**config.mk**
```make
export PLATFORM = sky130hd
export DESIGN_NAME = piso_serializer
export DESIGN_NICKNAME = d
export VERILOG_FILES = /design/src/rtl/piso_pkg.sv /design/src/rtl/piso_bit_counter.sv /design/src/rtl/piso_serializer.sv
export SDC_FILE = /design/constraint.sdc
export NUM_CORES = 1
export LEC_CHECK = 0
export ABC_CLOCK_PERIOD_IN_PS = 1880
export CAP_MARGIN = 20
export CORE_UTILIZATION = 47
export CTS_CLUSTER_DIAMETER = 150
export DETAILED_ROUTE_END_ITERATION = 6
export PLACE_DENSITY = 0.78
export SYNTH_ARGS = -nofsm -noshare
export SYNTH_HDL_FRONTEND = slang
export SYNTH_SLANG_ARGS = --single-unit
```
**constraint.sdc**
```tcl
create_clock -name clk -period 1.88 [get_ports clk]
set_input_delay 0.376 -clock clk [delete_from_list [all_inputs] [get_ports clk]]
set_output_delay 0.376 -clock clk [all_outputs]
set_load 0.01 [all_outputs]
```
**src/rtl/piso_pkg.sv**
```systemverilog
// piso_pkg: shared state encoding and default parameters for the serializer
package piso_pkg;
  typedef enum logic {IDLE, SHIFT} state_t;
  localparam int DEF_DATA_W    = 8;
  localparam bit DEF_MSB_FIRST = 1'b1;
endpackage

```
**src/rtl/piso_bit_counter.sv**
```systemverilog
// piso_bit_counter: loadable down-counter with zero flag
module piso_bit_counter #(
  parameter int W = 4
) (
  input  logic         clk,
  input  logic         reset,
  input  logic         load,
  input  logic [W-1:0] load_val,
  input  logic         dec,
  output logic [W-1:0] count,
  output logic         zero
);
  always_ff @(posedge clk or posedge reset)
    if (reset) count <= '0;
    else if (load) count <= load_val;
    else if (dec) count <= count - W'(1);
  assign zero = count == '0;
endmodule

```
**src/rtl/piso_serializer.sv**
```systemverilog
// piso_serializer: parallel-in serial-out shifter with gapless back-to-back words
module piso_serializer
  import piso_pkg::*;
#(
  parameter int DATA_W    = DEF_DATA_W,
  parameter bit MSB_FIRST = DEF_MSB_FIRST
) (
  input  logic              clk,
  input  logic              reset,
  input  logic [DATA_W-1:0] data_i,
  input  logic              valid_i,
  output logic              ready_o,
  output logic              serial_o,
  output logic              frame_o,
  output logic              done_o
);
  localparam int CW = $clog2(DATA_W) + 1;
  state_t state, state_nx;
  logic [DATA_W-1:0] sr;
  logic [CW-1:0] count;
  logic zero, last, accept, dec;
  assign last    = state == SHIFT && zero;
  assign done_o  = last;
  assign ready_o = !reset && (state == IDLE || last);
  assign accept  = valid_i && ready_o;
  assign dec     = state == SHIFT && !zero;
  always_ff @(posedge clk or posedge reset)
    if (reset) state <= IDLE;
    else state <= state_nx;
  always_comb state_nx = accept ? SHIFT : last ? IDLE : state;
  piso_bit_counter #(.W(CW)) u_cnt (
    .clk      (clk),
    .reset    (reset),
    .load     (accept),
    .load_val (CW'(DATA_W - 1)),
    .dec      (dec),
    .count    (count),
    .zero     (zero)
  );
  // sr holds only the bits not yet emitted; the first bit goes straight to serial_o
  always_ff @(posedge clk or posedge reset)
    if (reset) begin
      sr       <= '0;
      serial_o <= 1'b0;
      frame_o  <= 1'b0;
    end else if (accept) begin
      serial_o <= MSB_FIRST ? data_i[DATA_W-1] : data_i[0];
      sr       <= MSB_FIRST ? data_i << 1 : data_i >> 1;
      frame_o  <= 1'b1;
    end else if (dec) begin
      serial_o <= MSB_FIRST ? sr[DATA_W-1] : sr[0];
      sr       <= MSB_FIRST ? sr << 1 : sr >> 1;
    end else if (last) begin
      serial_o <= 1'b0;
      frame_o  <= 1'b0;
    end
endmodule

```
Fig. 1: congestion heat map
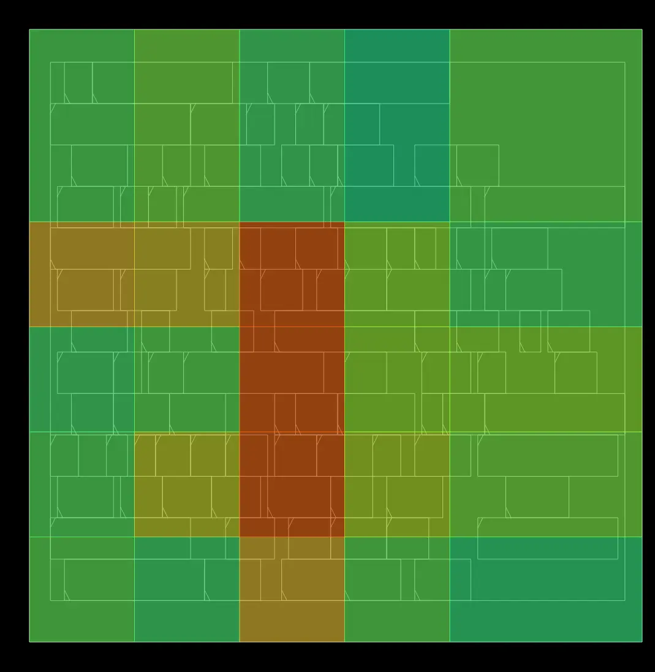
GRT Total Usage: 21.1%
final core utilization: 73.8%
met2 Usage GRT: 31.0%
Avg WL per Cell: 12.6 um
GR peak layer: met2

Fig. 2: routed clock nets over the placement
Scale: 10 px per um.
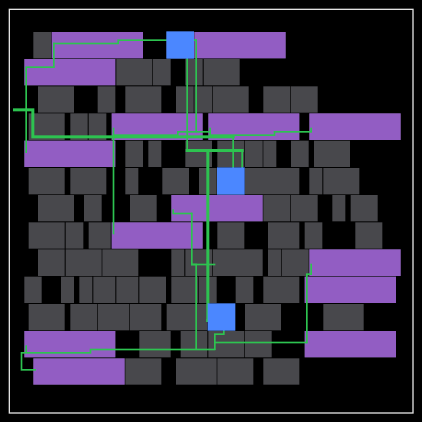
- blue: clock-net drivers (count 3)
- purple: flip-flops (count 14)
- green: clock wires (length 199 um)
- routed clock nets: 4
- flops lie: widely spread
skew final: 0.00183 ns
part of the power in the clock network: 15.4%

Fig. 3: signal wires by layer
Scale: 10 px per um. Two of the layers only.
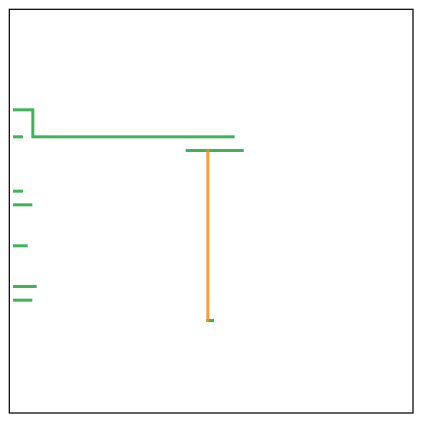
- green: M3 (wire length 38.1 um)
- orange: M4 (wire length 17.0 um)
Via Count: 582
routed wire length: 1400 um

Fig. 4: M1 wires
Scale: 10 px per um. Supply wires on this layer in grey.
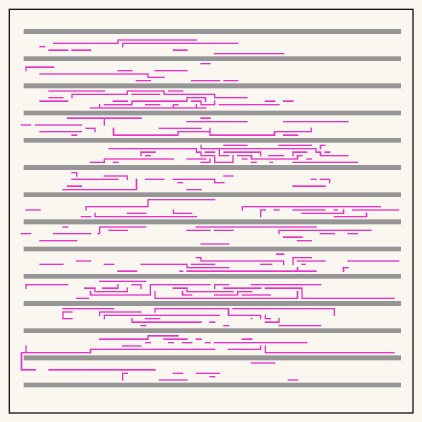
- share of all routed wire: 51%
- longest straight run: 14.3 um
routing usage on met1: 27.9%

==> run_results.csv <==
group,metric,value,unit
outcome,status,"finished, violations left",
outcome,violations,"setup timing",
global_route,use_met3,6.67,%
timing,fin_crit,2.05,ns
pwr,p_leak,0.456,nW
floorplanning,chipWidth,40.2,um
detailed_routing,antenna_left,0,
pwr,total_power,1.44,mW
timing,finalWorstSetupSlack,-0.169,ns
floorplanning,pin_count,15,
finish,top_area_cell_class,"sequential cells",
detailed_routing,firstDrtPassIters,4,
pwr,combinationalPower,0.720,mW
timing,setup_viol,2,
floorplanning,core,1330,um2
global_route,overflow,0,
synthesis,ys_sh_mux,11.7,%
worst_setup_path,r2r_slack,0.07,ns
worst_setup_path,worstSetupPathDepth,6,
global_route,grt_max_degree,15,
Power figures rest on the tool's default switching activity, not on a simulated workload.
